===== src/rtl/gcbp_pkg.sv =====
// gcbp_pkg: shared constants, width helper and FSM encoding for the banked
// gray-coded bit-plane extractor. Default derived sizes match the default
// parameter set of gcbp_banked; the module recomputes them for its own
// parameter values.
package gcbp_pkg;

  // Ceiling log2; clog2(1) = 0.
  function automatic int clog2(input int v);
    int r;
    r = 0;
    while ((1 << r) < v) r = r + 1;
    return r;
  endfunction

  // Words per line per bank: ceil(pixels / (pixels per word * banks)).
  function automatic int calc_wpl(input int ppl, input int bank_w, input int banks);
    return (ppl + bank_w * banks - 1) / (bank_w * banks);
  endfunction

  localparam int LUMA_W_DEF       = 8;
  localparam int BANK_W_DEF       = 8;
  localparam int BANKS_DEF        = 16;
  localparam int PIX_PER_LINE_DEF = 640;
  localparam int LINES_DEF        = 480;
  localparam int NUM_FRAMES_DEF   = 3;

  localparam int WPL_DEF         = calc_wpl(PIX_PER_LINE_DEF, BANK_W_DEF, BANKS_DEF);
  localparam int FRAME_WORDS_DEF = LINES_DEF * WPL_DEF;
  localparam int ADDR_W_DEF      = clog2(NUM_FRAMES_DEF * FRAME_WORDS_DEF);
  localparam int LOC_W_DEF       = clog2(NUM_FRAMES_DEF);
  localparam int SEL_W_DEF       = clog2(LUMA_W_DEF);

  // Top-level control FSM encoding.
  typedef enum logic [0:0] {
    S_WAIT_FRAME = 1'b0,
    S_RUN        = 1'b1
  } state_t;

  // Frame buffer location for the default build.
  typedef logic [LOC_W_DEF-1:0] loc_t;

endpackage


===== src/rtl/gcbp_frame_rotator.sv =====
// gcbp_frame_rotator: keeps the next/curr/prev frame buffer locations and
// rotates them on each strobe; o_frame_done is a registered copy of the
// strobe so it lines up with the updated locations.
module gcbp_frame_rotator
  import gcbp_pkg::*;
#(
  parameter int NUM_FRAMES = NUM_FRAMES_DEF,
  parameter int LOC_W      = clog2(NUM_FRAMES)
) (
  input  logic             i_clk,
  input  logic             i_reset,
  input  logic             i_rotate,
  output logic [LOC_W-1:0] o_next_loc,
  output logic [LOC_W-1:0] o_curr_loc,
  output logic [LOC_W-1:0] o_prev_loc,
  output logic             o_frame_done
);

  logic [LOC_W-1:0] r_next;
  logic [LOC_W-1:0] r_curr;
  logic [LOC_W-1:0] r_prev;
  logic             r_done;
  logic [LOC_W-1:0] w_next_inc;

  // Modulo-NUM_FRAMES increment of the write buffer location.
  always_comb begin
    w_next_inc = (r_next == LOC_W'(NUM_FRAMES - 1)) ? '0 : r_next + LOC_W'(1);
  end

  // Rotate prev <= curr <= next <= next+1 and pulse done for one cycle.
  always_ff @(posedge i_clk or posedge i_reset) begin
    if (i_reset) begin
      r_next <= '0;
      r_curr <= LOC_W'(NUM_FRAMES - 1);
      r_prev <= LOC_W'(NUM_FRAMES - 2);
      r_done <= 1'b0;
    end else begin
      r_done <= i_rotate;
      if (i_rotate) begin
        r_prev <= r_curr;
        r_curr <= r_next;
        r_next <= w_next_inc;
      end
    end
  end

  assign o_next_loc   = r_next;
  assign o_curr_loc   = r_curr;
  assign o_prev_loc   = r_prev;
  assign o_frame_done = r_done;

endmodule


===== src/rtl/gcbp_banked.sv =====
// gcbp_banked: forms one gray-coded bit plane from a luma stream, packs
// BANK_W plane bits per word (first pixel at the LSB) and writes the words
// round-robin across BANKS BRAM banks inside a rotating set of frame buffers.
// Optional build macro GCBP_FRAME_STATS_EN adds o_plane_ones, the number of
// plane bits equal to 1 in the frame just completed.
//
// Interface timing: there is no handshake. Each accepted pixel is qualified by
// i_luma_data_valid for exactly one cycle; each word is presented with a
// one-cycle, one-hot o_bram_array_write_enable and must be taken that cycle.
module gcbp_banked
  import gcbp_pkg::*;
#(
  parameter int LUMA_W       = LUMA_W_DEF,
  parameter int BANK_W       = BANK_W_DEF,
  parameter int BANKS        = BANKS_DEF,
  parameter int PIX_PER_LINE = PIX_PER_LINE_DEF,
  parameter int LINES        = LINES_DEF,
  parameter int NUM_FRAMES   = NUM_FRAMES_DEF,
  localparam int WPL         = calc_wpl(PIX_PER_LINE, BANK_W, BANKS),
  localparam int FRAME_WORDS = LINES * WPL,
  localparam int ADDR_W      = clog2(NUM_FRAMES * FRAME_WORDS),
  localparam int LOC_W       = clog2(NUM_FRAMES),
  localparam int SEL_W       = clog2(LUMA_W),
  localparam int LC_W        = clog2(LINES) + 1
) (
  input  logic                    i_clk,
  input  logic                    i_reset,
  input  logic [LUMA_W-1:0]       i_luma_data,
  input  logic                    i_luma_data_valid,
  input  logic                    i_new_line,
  input  logic [LC_W-1:0]         i_line_cnt,
  input  logic                    i_new_frame,
  input  logic [SEL_W-1:0]        i_plane_sel,
  output logic [ADDR_W-1:0]       o_bram_array_write_addr,
  output logic [BANKS*BANK_W-1:0] o_bram_array_write_data,
  output logic [BANKS-1:0]        o_bram_array_write_enable,
  output logic [LOC_W-1:0]        o_next_frame_loc,
  output logic [LOC_W-1:0]        o_curr_frame_loc,
  output logic [LOC_W-1:0]        o_prev_frame_loc,
  output logic                    o_frame_done,
  output logic                    o_overflow
`ifdef GCBP_FRAME_STATS_EN
  ,
  output logic [clog2(LINES*PIX_PER_LINE+1)-1:0] o_plane_ones
`endif
);

  localparam int PIX_W  = clog2(PIX_PER_LINE + 1);
  localparam int FILL_W = clog2(BANK_W + 1);
  localparam int BSEL_W = (BANKS > 1) ? clog2(BANKS) : 1;
  localparam int WOFS_W = clog2(WPL + 1);
  localparam int KX_W   = clog2(LUMA_W + 1);

  // ---------------------------------------------------------------- FSM
  state_t r_state;
  state_t w_state_nxt;
  logic   w_start;   // new_frame seen in any state: latch plane, clear counters
  logic   w_rotate;  // new_frame while running: flush and rotate buffers
  logic   w_px;      // candidate pixel (running, not a frame-start cycle)
  logic   w_line;    // line start while running (new_frame takes priority)

  // State register.
  always_ff @(posedge i_clk or posedge i_reset) begin
    if (i_reset) r_state <= S_WAIT_FRAME;
    else         r_state <= w_state_nxt;
  end

  // Next-state: leave S_WAIT_FRAME on the first frame pulse, then stay running.
  always_comb begin
    w_state_nxt = r_state;
    case (r_state)
      S_WAIT_FRAME: if (i_new_frame) w_state_nxt = S_RUN;
      S_RUN:        w_state_nxt = S_RUN;
      default:      w_state_nxt = S_WAIT_FRAME;
    endcase
  end

  // FSM outputs: decode the control events for the datapath.
  always_comb begin
    w_start  = 1'b0;
    w_rotate = 1'b0;
    w_px     = 1'b0;
    w_line   = 1'b0;
    case (r_state)
      S_WAIT_FRAME: begin
        w_start = i_new_frame;
      end
      S_RUN: begin
        w_start  = i_new_frame;
        w_rotate = i_new_frame;
        // Samples coincident with a frame pulse are not accepted.
        w_px     = i_luma_data_valid && !i_new_frame;
        w_line   = i_new_line && !i_new_frame;
      end
      default: ;
    endcase
  end

  // ---------------------------------------------------------- rotator
  logic [LOC_W-1:0] w_next_loc;

  gcbp_frame_rotator #(
    .NUM_FRAMES (NUM_FRAMES),
    .LOC_W      (LOC_W)
  ) u_rotator (
    .i_clk        (i_clk),
    .i_reset      (i_reset),
    .i_rotate     (w_rotate),
    .o_next_loc   (w_next_loc),
    .o_curr_loc   (o_curr_frame_loc),
    .o_prev_loc   (o_prev_frame_loc),
    .o_frame_done (o_frame_done)
  );

  assign o_next_frame_loc = w_next_loc;

  // ---------------------------------------------------------- datapath
  logic [SEL_W-1:0]  r_k;        // clamped plane index
  logic [BANK_W-1:0] r_acc;      // partial word
  logic [FILL_W-1:0] r_fill;     // bits in r_acc
  logic [PIX_W-1:0]  r_pix;      // accepted pixels in this line
  logic [BSEL_W-1:0] r_bank;     // bank of the word being built
  logic [WOFS_W-1:0] r_wofs;     // word offset within the line for r_bank
  logic [LC_W-1:0]   r_line;     // line of the pixels in r_acc
  logic              r_overflow;
  logic [ADDR_W-1:0] r_wr_addr;
  logic [BANK_W-1:0] r_wr_word;
  logic [BANKS-1:0]  r_wr_en;

  logic [SEL_W-1:0]  w_k_clamped;
  logic [LUMA_W:0]   w_luma_ext;
  logic [KX_W-1:0]   w_k0;
  logic [KX_W-1:0]   w_k1;
  logic              w_g;
  logic [BANK_W-1:0] w_acc_base;
  logic [FILL_W-1:0] w_fill_base;
  logic [PIX_W-1:0]  w_pix_base;
  logic [BSEL_W-1:0] w_bank_base;
  logic [WOFS_W-1:0] w_wofs_base;
  logic              w_in_range;
  logic              w_px_ok;
  logic              w_px_drop;
  logic [BANK_W-1:0] w_acc_set;
  logic              w_full;
  logic              w_flush;
  logic [BSEL_W-1:0] w_bank_adv;
  logic [WOFS_W-1:0] w_wofs_adv;
  logic [BANK_W-1:0] w_acc_nxt;
  logic [FILL_W-1:0] w_fill_nxt;
  logic [PIX_W-1:0]  w_pix_nxt;
  logic [BSEL_W-1:0] w_bank_nxt;
  logic [WOFS_W-1:0] w_wofs_nxt;
  logic [ADDR_W-1:0] w_loc_base;
  logic [ADDR_W-1:0] w_addr_nxt;
  logic [BANK_W-1:0] w_word_nxt;
  logic [BANKS-1:0]  w_en_nxt;

  // Plane bit: luma[k] ^ luma[k+1], with a zero above the MSB so the top
  // plane is luma[LUMA_W-1] itself.
  always_comb begin
    w_k_clamped = (i_plane_sel >= SEL_W'(LUMA_W - 1)) ? SEL_W'(LUMA_W - 1) : i_plane_sel;
    w_luma_ext  = {1'b0, i_luma_data};
    w_k0        = KX_W'(r_k);
    w_k1        = w_k0 + KX_W'(1);
    w_g         = w_luma_ext[w_k0] ^ w_luma_ext[w_k1];
  end

  // Packing, column stepping and write issue for the current cycle.
  always_comb begin
    // A line start flushes first, so a same-cycle pixel starts from zero.
    w_acc_base  = w_line ? '0 : r_acc;
    w_fill_base = w_line ? '0 : r_fill;
    w_pix_base  = w_line ? '0 : r_pix;
    w_bank_base = w_line ? '0 : r_bank;
    w_wofs_base = w_line ? '0 : r_wofs;

    w_in_range = (w_pix_base < PIX_W'(PIX_PER_LINE)) && (i_line_cnt < LC_W'(LINES));
    w_px_ok    = w_px && w_in_range;
    w_px_drop  = w_px && !w_in_range;
    w_acc_set  = w_acc_base | (BANK_W'(w_g) << w_fill_base);
    w_full     = w_px_ok && (w_fill_base == FILL_W'(BANK_W - 1));
    w_flush    = (w_rotate || w_line) && (r_fill != '0);

    if (w_bank_base == BSEL_W'(BANKS - 1)) begin
      w_bank_adv = '0;
      w_wofs_adv = w_wofs_base + WOFS_W'(1);
    end else begin
      w_bank_adv = w_bank_base + BSEL_W'(1);
      w_wofs_adv = w_wofs_base;
    end

    w_pix_nxt = w_pix_base + PIX_W'(w_px_ok);
    if (w_full) begin
      w_acc_nxt  = '0;
      w_fill_nxt = '0;
      w_bank_nxt = w_bank_adv;
      w_wofs_nxt = w_wofs_adv;
    end else if (w_px_ok) begin
      w_acc_nxt  = w_acc_set;
      w_fill_nxt = w_fill_base + FILL_W'(1);
      w_bank_nxt = w_bank_base;
      w_wofs_nxt = w_wofs_base;
    end else begin
      w_acc_nxt  = w_acc_base;
      w_fill_nxt = w_fill_base;
      w_bank_nxt = w_bank_base;
      w_wofs_nxt = w_wofs_base;
    end

    // Address uses the write buffer as it stands in the completing cycle.
    w_loc_base = ADDR_W'(w_next_loc) * ADDR_W'(FRAME_WORDS);
    w_en_nxt   = '0;
    w_addr_nxt = r_wr_addr;
    w_word_nxt = r_wr_word;
    if (w_flush) begin
      w_en_nxt   = BANKS'(1) << r_bank;
      w_addr_nxt = w_loc_base + ADDR_W'(r_line) * ADDR_W'(WPL) + ADDR_W'(r_wofs);
      w_word_nxt = r_acc;
    end else if (w_full) begin
      w_en_nxt   = BANKS'(1) << w_bank_base;
      w_addr_nxt = w_loc_base + ADDR_W'(i_line_cnt) * ADDR_W'(WPL) + ADDR_W'(w_wofs_base);
      w_word_nxt = w_acc_set;
    end
  end

  // Datapath registers; a frame pulse clears all per-line state.
  always_ff @(posedge i_clk or posedge i_reset) begin
    if (i_reset) begin
      r_k        <= '0;
      r_acc      <= '0;
      r_fill     <= '0;
      r_pix      <= '0;
      r_bank     <= '0;
      r_wofs     <= '0;
      r_line     <= '0;
      r_overflow <= 1'b0;
      r_wr_addr  <= '0;
      r_wr_word  <= '0;
      r_wr_en    <= '0;
    end else begin
      r_wr_en    <= w_en_nxt;
      r_wr_addr  <= w_addr_nxt;
      r_wr_word  <= w_word_nxt;
      r_overflow <= r_overflow | w_px_drop;
      if (w_px_ok) r_line <= i_line_cnt;
      if (w_start) begin
        r_k    <= w_k_clamped;
        r_acc  <= '0;
        r_fill <= '0;
        r_pix  <= '0;
        r_bank <= '0;
        r_wofs <= '0;
      end else begin
        r_acc  <= w_acc_nxt;
        r_fill <= w_fill_nxt;
        r_pix  <= w_pix_nxt;
        r_bank <= w_bank_nxt;
        r_wofs <= w_wofs_nxt;
      end
    end
  end

  assign o_bram_array_write_addr   = r_wr_addr;
  assign o_bram_array_write_data   = {BANKS{r_wr_word}};
  assign o_bram_array_write_enable = r_wr_en;
  assign o_overflow                = r_overflow;

`ifdef GCBP_FRAME_STATS_EN
  localparam int ONES_W = clog2(LINES * PIX_PER_LINE + 1);

  logic [ONES_W-1:0] r_ones_cnt;
  logic [ONES_W-1:0] r_plane_ones;

  // Count accepted plane bits equal to 1; publish the total at rotation.
  always_ff @(posedge i_clk or posedge i_reset) begin
    if (i_reset) begin
      r_ones_cnt   <= '0;
      r_plane_ones <= '0;
    end else begin
      if (w_rotate) r_plane_ones <= r_ones_cnt;
      if (w_start)                 r_ones_cnt <= '0;
      else if (w_px_ok && w_g)     r_ones_cnt <= r_ones_cnt + ONES_W'(1);
    end
  end

  assign o_plane_ones = r_plane_ones;
`endif

endmodule

===== config.mk =====
export PLATFORM = sky130hd
export DESIGN_NAME = gcbp_banked
export DESIGN_NICKNAME = d
export VERILOG_FILES = /design/src/rtl/gcbp_pkg.sv /design/src/rtl/gcbp_frame_rotator.sv /design/src/rtl/gcbp_banked.sv
export SDC_FILE = /design/constraint.sdc
export NUM_CORES = 1
export LEC_CHECK = 0
export CORE_ASPECT_RATIO = 1.4
export CORE_MARGIN = 2
export CORE_UTILIZATION = 50
export CTS_CLUSTER_SIZE = 20
export DETAILED_ROUTE_END_ITERATION = 6
export DONT_BUFFER_PORTS = 1
export SYNTH_ARGS = -nofsm -noshare
export SYNTH_HDL_FRONTEND = slang
export SYNTH_HIERARCHICAL = 1
export SYNTH_SLANG_ARGS = --single-unit

===== constraint.sdc =====
create_clock -name i_clk -period 8.25 [get_ports i_clk]
set_clock_uncertainty 0.2 [all_clocks]
set_input_delay 1.65 -clock i_clk [delete_from_list [all_inputs] [get_ports i_clk]]
set_output_delay 1.65 -clock i_clk [all_outputs]
set_load 0.02 [all_outputs]

**Placement by cell class**

Scale: 3 px per µm.
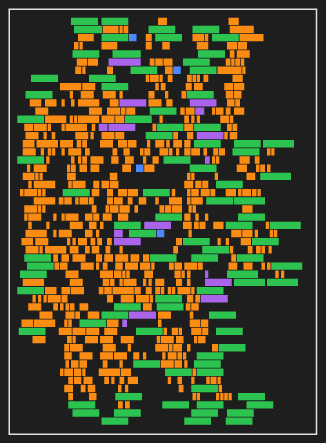
| color | class | cells | share of their area |
|---|---|---|---|
| purple | clock drivers and dummy loads | 16 | 4.9% |
| green | flip-flops | 88 | 37% |
| blue | other buffers and delay cells | 4 | 0.50% |
| orange | all other logic | 479 | 58% |

**Local utilization**

Scale: 3 px per µm. 10 x 14 tiles, from dark blue (low) to red (high), 0 to 100% covered.
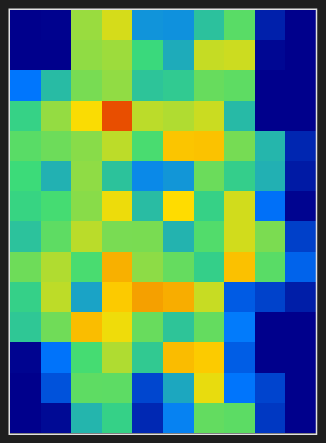
emptiest ninth of the die: south-east
nearly empty tiles: 15%
fullest tile: 91%

**Port wiring**

Scale: 2 px per µm.
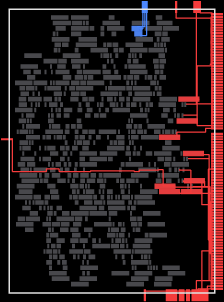
| color | port | direction | end cells | buffers | wire |
|---|---|---|---|---|---|
| red | o_bram_array_write_data | output | 8 | 0 | 905 µm |
| blue | i_plane_sel | input | 3 | 0 | 38.4 µm |

**Placement view**

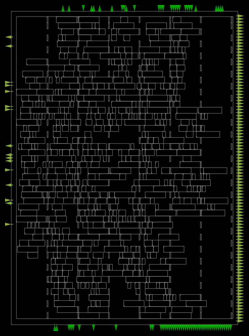
seq_cells: 88
final core utilization: 47.4%
fin cells: 769
row count: 50

==> run_results.csv <==
group,metric,value,unit
sta,hold_viol,0,
detailed_routing,ant_nets,0,
pwr,power_frac_comb,30.7,%
clocking,clk_latency,0.34,ns
clocking,root_buffer,"clkbuf_16",
synth,ys_types,59,
synth,yosys_cells,709,
floorplan,dieWidth,102,µm
global_routing,grt_pass1_wl,21900,µm
global_routing,grt_max_degree,82,
detailed_routing,wl_per_cell,17.6,µm
clocking,cts_resized,0,
placement,placed_cells,753,
run,max_cap_violations,0,
sta,setup_viol,0,
placement,gp_congestion,0.851,
pwr,power_frac_seq,45.2,%
setup_path,critical_path_arrival,4.57,ns
synth,synth_area,6720,µm²
clocking,hold_buffers,0,
placement,port_buffers,0,
detailed_routing,drc,0,
pwr,internal-power,0.969,mW
setup_path,crit_type,"input pin to flip-flop",
setup_path,r2r_slack,4.45,ns
floorplan,io_pins,191,
synth,synth.avg_cell_area,9.47,µm²
clocking,cts_sinks,88,
floorplan,die_h,141,µm
sta,slew_viol_final,0,
detailed_routing,wirelength,13500,µm
synth,flop_cell,"dfrtp_1",
clocking,cts_tree,"yes",
clocking,clockBufferDepth,2,
finish,area_growth,-6.46,%
setup_path,startpoint,"i_new_frame",
synth,synthArstFlopShare,100,%
floorplan,core,13300,µm²
detailed_routing,drt-vias-per-instance,5.44,
sta,worstMarginPinSlew,1.05,ns
global_routing,antenna_found_initial,0,
global_routing,overflow,0,
sta,rsz0062_at_grt,"false",
synth,synthCells,709,
clocking,cts_setup_buffers,0,
synth,fp_nets,811,
pwr,p_total,1.73,mW
synth,yosys_area,6720,µm²
clocking,h-tree-depth,3,
sta,layout_min_cycle_time,4.51,ns
detailed_routing,first_iter_violations,143,
outcome,status,"complete, no violations",
synth,synth-edff-count,0,
sta,tns,0,ns
sta,clock.fmax,222,MHz
pwr,switching_share,43.8,%
setup_path,crit_end,"o_bram_array_write_addr[11]",
placement,dp_hpwl,10300,µm
floorplan,die_area,14400,µm²
global_routing,grt_pass1_vias,4399,
clocking,path_clk_slew,0.07,ns
pwr,peakVddDrop,0.000142,V
pwr,leakagePower,2.96,nW
pwr,p_switching,0.756,mW
floorplan,fp_util,50.6,%
synth,synth_flops,88,
hold_path,min-delay-path-class,"flip-flop to flip-flop",
pwr,p_clk_share,24.1,%
sta,fin_crit_sh,54.7,%
finish,largest_reg_flops,16,
detailed_routing,drtPass1Iterations,5,
setup_path,cp.required,8.30,ns
setup_path,end_kind,"flip-flop",
setup_path,crit_fanout,25,
synth,ys_warn_count,6,
clocking,cts_made_buffers,9,
setup_path,reg2reg_depth,9,
finish,antenna_cells,0,
pwr,power_density,275,nW/µm²
sta,slew_headroom,30.1,%
run,tool_warnings,32,
finish,drive_gt1_share,9.37,%
detailed_routing,vias,4182,
-- worst max-delay path: stages --
cell	delay, ns
nand3b_1	0.47
and2_1	0.40
xor2_1	0.17
ha_1	0.21
inv_1	0.06
fa_1	0.37
nor2b_1	0.15
o21ai_0	0.15
a221oi_1	0.40
a31oi_1	0.15
xor2_1	0.16
a211oi_1	0.22
-- area by class of cell --
| class | instances | area, µm² |
|---|---|---|
| Inverter | 57 | 215 |
| Multi-Input combinational cell | 422 | 3280 |
| Sequential cell | 88 | 2230 |
| Clock buffer | 10 | 229 |
| Timing Repair Buffer | 4 | 30.0 |
| Tap cell | 182 | 228 |
| Clock inverter | 6 | 66.3 |
| Fill cell | 1301 | 6980 |
-- metal layers --
metal,GRT usage [%],share of wire [%],vias up
met3,3.57,4.6,19
li1,-,-,2024
met4,6.81,2.4,0
met1,23.1,40,2044
met5,0,0,-
met2,34.9,53,95
-- power groups by stage --
stage	Clock (mW)	Combinational [mW]	Sequential, mW
floorplan	0	0.734	0.608
global placement	0	0.524	0.791
detailed placement	0	0.535	0.791
CTS	0.424	0.539	0.783
global route	0.448	0.611	0.805
finish	0.416	0.530	0.780
-- logic make-up (layout without fill, tap and decap cells) --
group / count (synthesis) / after routing / synth area share [%]
buffers and inverters: 199 / 77 / 18.4
xor gates and xnor gates: 34 / 34 / 4.43
AOI/OAI and AO/OA: 109 / 109 / 11.1
adders and majority gates: 76 / 76 / 15.7
DFF: 88 / 88 / 32.8
and+or+nand+nor: 173 / 173 / 12.1
muxes: 30 / 30 / 5.46
-- layout by cell type (no fill, tap or decap), types with 4 or more instances in the layout --
master	count
mux2i_1	13
o21bai_1	4
a22oi_1	7
a32o_1	10
nor3b_1	4
nor2_1	56
nor2b_1	6
a21o_1	6
nand3_1	8
nor3_1	15
a211oi_1	7
dfrtp_1	78
nand2_1	48
buf_4	4
o21ai_0	17
fa_1	14
xnor2_1	18
a31oi_1	4
clkbuf_16	9
inv_1	56
nand2b_1	4
mux2_2	11
and2_1	9
and3_1	5
a31o_2	4
xor2_1	16
ha_1	62
dfrtp_4	8
a21oi_1	27
-- synthesized netlist by cell type, drive strengths merged, types with 14 or more instances --
master,count,area (µm²)
ha,62,776
xor2,16,140
mux2,14,169
xnor2,18,158
nor2,57,214
inv,57,214
fa,14,280
buf,131,980
dfrtp,86,2150
o21ai,20,100
nand2,48,180
nor3,15,75.1
a21oi,27,135
-- per-stage QoR --
stage / setup WS [ns] / area (µm²) / hold slack (ns)
final: 3.74 / 6280 / 0.280
after global routing: 3.40 / 6280 / 0.307
after CTS: 3.71 / 6280 / 0.290
after detailed placement: 3.37 / 5990 / 0.273
after global placement: 3.47 / 5990 / 0.269
after floorplan: 3.81 / 6720 / 0.246
-- worst min-delay path by stage --
| stage | to | start | cells after the start |
|---|---|---|---|
| floorplan | r_wr_word[0] | r_acc[0] | 2 |
| global placement | r_wr_word[0] | r_acc[0] | 2 |
| detailed placement | r_wr_word[0] | r_acc[0] | 2 |
| CTS | r_wr_word[0] | r_acc[0] | 2 |
| global route | r_wr_word[0] | r_acc[0] | 2 |
| finish | r_wr_word[0] | r_acc[0] | 2 |
No activity file was given, so power comes from the tool's default toggle rates.
